Selected gate families:
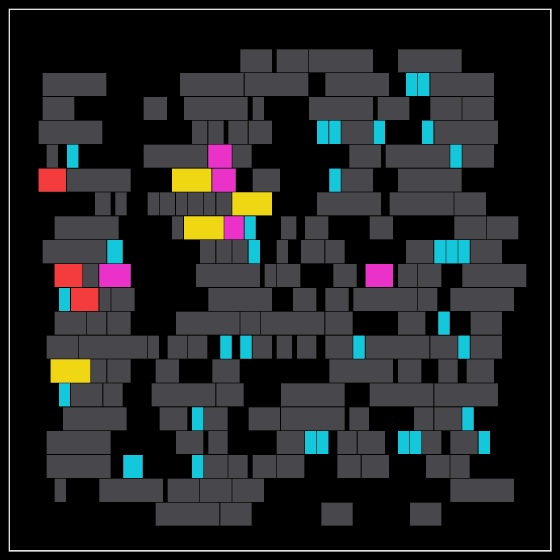
Signal wires on met2:
Scale bar: 20 µm.
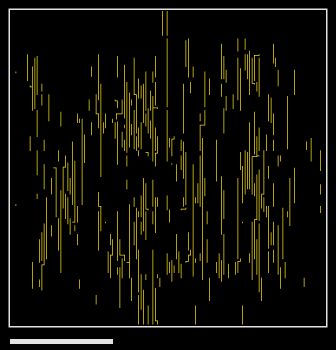
Where the registers sit:
Scale bar: 20 µm.
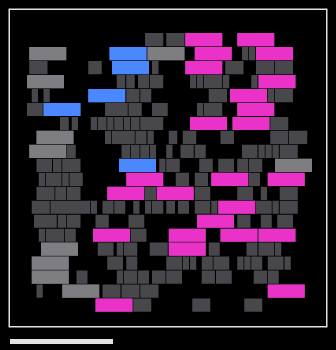
Congestion heat map:
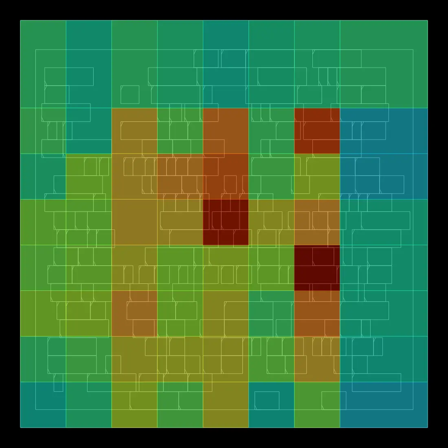
$ cat src/rtl/pano_audio_pkg.sv
// Shared constants and sample conversion for the Pano audio output path.
// Used by the I2S clock generator and the DAC serialiser.
package pano_audio_pkg;

   localparam int FRAME_SLOTS   = 32;
   localparam int CH_BITS       = 16;
   localparam int SLOT_W        = $clog2(FRAME_SLOTS);
   localparam int MCLK_HALF_DEF = 1;
   localparam int BCLK_HALF_DEF = 8;

   typedef logic [CH_BITS-1:0] pcm16_t;

   // Unsigned 8-bit (0x80 = silence) to signed 16-bit; mute forces digital zero.
   function automatic pcm16_t u8_to_s16(input logic [7:0] sample, input logic mute);
      pcm16_t s16;
      s16 = {~sample[7], sample[6:0], 8'h00};
      if (mute) begin
         s16 = '0;
      end
      return s16;
   endfunction

endpackage

$ cat src/rtl/pano_audio_clkgen.sv
// Codec clock generator: free-running MCLK plus BCLK / slot counters.
// bclk_fall and frame_start flag the clock edge that enters a new slot / slot 0.
module pano_audio_clkgen
   import pano_audio_pkg::*;
#(
   parameter int MCLK_HALF = MCLK_HALF_DEF,
   parameter int BCLK_HALF = BCLK_HALF_DEF
) (
   input  logic              clk_audio,
   input  logic              reset_audio,
   output logic              audio_mclk,
   output logic              audio_bclk,
   output logic              bclk_fall,
   output logic              frame_start,
   output logic [SLOT_W-1:0] slot
);

   localparam int BCNT_W = $clog2(2 * BCLK_HALF);
   localparam int MCNT_W = $clog2(MCLK_HALF + 1);
   localparam logic [BCNT_W-1:0] BCNT_LAST = BCNT_W'(2 * BCLK_HALF - 1);
   localparam logic [BCNT_W-1:0] BCNT_HIGH = BCNT_W'(BCLK_HALF);
   localparam logic [MCNT_W-1:0] MCNT_LAST = MCNT_W'(MCLK_HALF - 1);
   localparam logic [SLOT_W-1:0] SLOT_LAST = SLOT_W'(FRAME_SLOTS - 1);

   logic              run_reg;
   logic [BCNT_W-1:0] bcnt_reg, bcnt_next;
   logic [SLOT_W-1:0] slot_reg, slot_next;
   logic [MCNT_W-1:0] mcnt_reg;
   logic              mclk_reg;
   logic              bclk_reg;
   logic              bcnt_wrap;

   // The first edge after reset release only starts the frame; counting begins after it,
   // so the first active cycle sits at slot 0 / bcnt 0 with the capture strobe high.
   always_comb begin
      bcnt_wrap   = (bcnt_reg == BCNT_LAST);
      bcnt_next   = bcnt_reg;
      slot_next   = slot_reg;
      if (run_reg) begin
         bcnt_next = bcnt_wrap ? '0 : bcnt_reg + BCNT_W'(1);
         if (bcnt_wrap) begin
            slot_next = (slot_reg == SLOT_LAST) ? '0 : slot_reg + SLOT_W'(1);
         end
      end
      bclk_fall   = !run_reg || bcnt_wrap;
      frame_start = !run_reg || (bcnt_wrap && (slot_reg == SLOT_LAST));
   end

   always_ff @(posedge clk_audio) begin
      if (reset_audio) begin
         run_reg  <= 1'b0;
         bcnt_reg <= '0;
         slot_reg <= '0;
         mcnt_reg <= '0;
         mclk_reg <= 1'b0;
         bclk_reg <= 1'b0;
      end else begin
         run_reg  <= 1'b1;
         bcnt_reg <= bcnt_next;
         slot_reg <= slot_next;
         bclk_reg <= (bcnt_next >= BCNT_HIGH);
         if (mcnt_reg == MCNT_LAST) begin
            mcnt_reg <= '0;
            mclk_reg <= ~mclk_reg;
         end else begin
            mcnt_reg <= mcnt_reg + MCNT_W'(1);
         end
      end
   end

   assign audio_mclk = mclk_reg;
   assign audio_bclk = bclk_reg;
   assign slot       = slot_reg;

endmodule

$ cat src/rtl/pano_i2s_dac.sv
// 8-bit game audio to 16-bit mono-duplicated I2S stream for the board codec.
// Captures one sample per frame and serialises it MSB first with the I2S one-slot delay.
module pano_i2s_dac
   import pano_audio_pkg::*;
#(
   parameter int MCLK_HALF = MCLK_HALF_DEF,
   parameter int BCLK_HALF = BCLK_HALF_DEF
) (
   input  logic       clk_audio,
   input  logic       reset_audio,
   input  logic [7:0] sample_i,
   input  logic       mute_i,
   output logic       sample_strobe_o,
   output logic       audio_mclk,
   output logic       audio_bclk,
   output logic       audio_daclrc,
   output logic       audio_adclrc,
   output logic       audio_dacdat
);

   localparam int WORD_BITS = 2 * CH_BITS;
   localparam logic [SLOT_W-1:0] LAST_LEFT_SLOT = SLOT_W'(FRAME_SLOTS / 2 - 1);

   logic                 bclk_fall;
   logic                 frame_start;
   logic [SLOT_W-1:0]    slot;
   pcm16_t               s16;
   logic [WORD_BITS-1:0] frame_word;
   logic [WORD_BITS-1:0] shift_reg;
   logic                 dacdat_reg;
   logic                 lrc_reg;
   logic                 strobe_reg;

   pano_audio_clkgen #(
      .MCLK_HALF (MCLK_HALF),
      .BCLK_HALF (BCLK_HALF)
   ) u_clkgen (
      .clk_audio   (clk_audio),
      .reset_audio (reset_audio),
      .audio_mclk  (audio_mclk),
      .audio_bclk  (audio_bclk),
      .bclk_fall   (bclk_fall),
      .frame_start (frame_start),
      .slot        (slot)
   );

   assign s16 = u8_to_s16(sample_i, mute_i);

   // Mono source: both channels of the frame word carry the same sample.
   for (genvar gi = 0; gi < 2; gi++) begin : g_chan
      assign frame_word[gi*CH_BITS +: CH_BITS] = s16;
   end

   // dacdat_reg is the one-slot delay: it takes the shifter MSB before each shift,
   // so slot 0 still carries the previous frame's right-channel LSB.
   always_ff @(posedge clk_audio) begin
      if (reset_audio) begin
         shift_reg  <= '0;
         dacdat_reg <= 1'b0;
         lrc_reg    <= 1'b0;
         strobe_reg <= 1'b0;
      end else begin
         strobe_reg <= frame_start;
         if (bclk_fall) begin
            dacdat_reg <= shift_reg[WORD_BITS-1];
            if (frame_start) begin
               shift_reg <= frame_word;
               lrc_reg   <= 1'b0;
            end else begin
               shift_reg <= {shift_reg[WORD_BITS-2:0], 1'b0};
               if (slot == LAST_LEFT_SLOT) begin
                  lrc_reg <= 1'b1;
               end
            end
         end
      end
   end

   assign sample_strobe_o = strobe_reg;
   assign audio_daclrc    = lrc_reg;
   assign audio_adclrc    = lrc_reg;
   assign audio_dacdat    = dacdat_reg;

endmodule

$ cat config.mk
export PLATFORM = sky130hd
export DESIGN_NAME = pano_i2s_dac
export DESIGN_NICKNAME = d
export VERILOG_FILES = /design/src/rtl/pano_audio_pkg.sv /design/src/rtl/pano_audio_clkgen.sv /design/src/rtl/pano_i2s_dac.sv
export SDC_FILE = /design/constraint.sdc
export NUM_CORES = 1
export LEC_CHECK = 0
export CORE_MARGIN = 2
export CORE_UTILIZATION = 50
export CTS_CLUSTER_SIZE = 12
export DETAILED_ROUTE_END_ITERATION = 12
export PLACE_DENSITY = 0.72
export SYNTH_ARGS = -nofsm -noshare
export SYNTH_HDL_FRONTEND = slang
export SYNTH_HIERARCHICAL = 1
export SYNTH_SLANG_ARGS = --single-unit
$ cat constraint.sdc
create_clock -name clk_audio -period 2.6 [get_ports clk_audio]
set_input_delay 0.39 -clock clk_audio [delete_from_list [all_inputs] [get_ports clk_audio]]
set_output_delay 0.39 -clock clk_audio [all_outputs]
set_load 0.02 [all_outputs]
==> flow_summary.ini <==
; implementation run metrics
[cells_and_area]
lay_top_cells = dfxtp_1, nor2_1, nand2b_1
nNetsFinal = 207
drive_gt1_frac = 0.06806
syn_to_final_growth_pct = 14.06
fin_util = 0.6085
n_antenna_cell = 0

[power]
irDropWorstVdd_v = 0.0002963
leakage_nw = 0.6957
power_mw = 1.004
clock_power_share = 0.264
powerDensity_mw_per_mm2 = 531.6
p_sw_frac = 0.2331

[detailed_routing]
vias_per_cell = 5.362
met1_length_um = 1373
first_pass_iters = 4
wl_met3_um = 82
route.detailed.drc = 0

[outcome]
status = complete, no violations

[critical_path]
path_buffers = 1
critPathTopFamily = simple AND/OR/NAND/NOR gates
crit_path_max_incr_delay_ns = 0.42
worstPathCellList = ha_1, and3_1, ha_1, inv_1, o21ai_1, or3b_1, a311oi_1
cp.required_ns = 2.83
end_kind = flop
worst_path_most_repeated_cell = ha_1

[cts]
htree_levels = 2
cts_buffers = 5
clock.latency.late_pin_ns = 0.33
cts_buffer_depth = 2
cts-root-buf = clkbuf_4

[synth]
syn_area_mm2 = 0.001655
avgSynthCellArea_um2 = 9.352
synth_cell_types = 32
syn_inst = 177
yosys_warnings = 6
ys.flops = 39
ys_cells = 177
synth-edff-count = 0

[placement]
gp_congestion = 0.7469
dp_hpwl_um = 2030
port_buffers = 16

[sta]
hold_violations = 0
finalSetupViolations = 0
drv_slew = 0
rsz0062_at_grt = no
skew_ns = 0.005236

[floorplanning]
die_h_um = 61.54
fp-utilization = 0.5335
die-area_mm2 = 0.003787
rows = 20
die_w_um = 61.54

[flow_run]
warnings = 27
maxCapViolCount = 0

[global_route]
grt_max_degree = 42
antenna_found_initial = 0
overflow = 0
Back to the opening pictures, 'selected gate families':
Key: yellow = adder and majority cells [cells 4, most used ha_1]; cyan = NOR gates [cells 31, most used nor2_1]; red = XOR/XNOR gates [cells 3, most used xor2_1]; magenta = AND and OR gates [cells 5]
Top cell excl fill/tap: dfxtp_1
non-filler cells, final: 235

Back to the opening pictures, 'signal wires on met2':
The wires run mostly vertical. 176 nets have wire on it. The layer holds 46% of the routed length. The longest straight run is 27.5 µm. The layer carries 1,320 µm of wire.
vias: 1,260
Global Route met2 Usage: 0.2932

Back to the opening pictures, 'where the registers sit':
Key: blue = u_clkgen/slot [flops 5]; magenta = shift_reg [flops 24]
register share of the cell area: 0.4135
sequential power: 0.636 mW

Back to the opening pictures, 'congestion heat map':
GRT busiest layer: met2
met1 global-route usage: 0.1964
met3 Use GR: 0.05042
global-route usage over all layers: 0.1745
Wirelength per Cell: 12.05 µm

[cell families after synthesis]
logic type	after synthesis	synth area share
AND-OR/OR-AND	29	0.1277
adder cells (fa/ha/maj)	4	0.03024
AND/OR/NAND/NOR	75	0.2479
other	1	0.002265
buffers and inverters	16	0.04383
XOR/XNOR	3	0.01588
multiplexers	10	0.06047
flip-flops	39	0.4717
[power groups by stage]
stage / sequential (mW) / clock, mW / combinational, mW
after detailed placement: 0.650 / 0 / 0.103
after CTS: 0.636 / 0.277 / 0.104
after global routing: 0.639 / 0.299 / 0.114
after global placement: 0.649 / 0 / 0.101
after floorplan: 0.648 / 0 / 0.0672
final: 0.636 / 0.265 / 0.103
[worst min-delay path, stage by stage (launching register included)]
cell and delay [ns]:
dfxtp_1 0.33, nand2b_1 0.06, a21oi_1 0.06
[final cells by class]
class	instances	area (µm²)
multi-input cells	122	802.0
well taps	44	55.05
clock buffers	6	41.29
flip-flops and latches	39	780.7
inverters	3	11.26
fillers	285	1215
repair buffers	21	197.7
[final timing paths]
| path | startpoint | endpoint | slack [ns] | cells after the start |
|---|---|---|---|---|
| worst max register to register | u_clkgen/slot[0]$_SDFFE_PP0P_ | shift_reg[15]$_SDFFE_PP0P_ | 0.54 | 7 |
| worst min-delay path | shift_reg[8]$_SDFFE_PP0P_ | shift_reg[8]$_SDFFE_PP0P_ | 0.48 | 2 |
| worst max-delay path | u_clkgen/slot[0]$_SDFFE_PP0P_ | shift_reg[15]$_SDFFE_PP0P_ | 0.54 | 7 |
| worst min register to register | shift_reg[8]$_SDFFE_PP0P_ | shift_reg[8]$_SDFFE_PP0P_ | 0.48 | 2 |
[layer usage]
| metal | track usage | vias up |
|---|---|---|
| li1 | - | 648 |
| met1 | 0.1964 | 581 |
| met2 | 0.2932 | 22 |
| met3 | 0.05042 | 9 |
| met4 | 0.1003 | 0 |
| met5 | 0 | - |
[per-stage QoR]
stage	cells	hold WS (ns)	setup slack, ns	cell area (µm²)
after floorplan	177	0.4500	0.5622	1655
after global placement	229	0.4649	0.7352	1847
after detailed placement	229	0.4664	0.5734	1847
after CTS	235	0.4828	0.5283	1888
after global routing	235	0.4990	0.3687	1888
final	235	0.4845	0.5360	1888
[cell usage after synthesis (3+ instances only)]
library cell  number  area (µm²)
nand2_1            7       26.28
nand2b_1          18       112.6
nand3b_1           8       60.06
a21oi_1            7       35.03
xor2_1             3       26.28
buf_2              7       35.03
nand3_1            3       15.01
mux2i_1           10       100.1
a311oi_1          15       131.4
inv_1              3       11.26
dfxtp_1           39       780.8
o21ai_0            3       15.01
nor2_1            29       108.9
ha_1               4       50.05
clkbuf_1           4       15.01
No activity file was given, so power comes from the tool's default toggle rates.
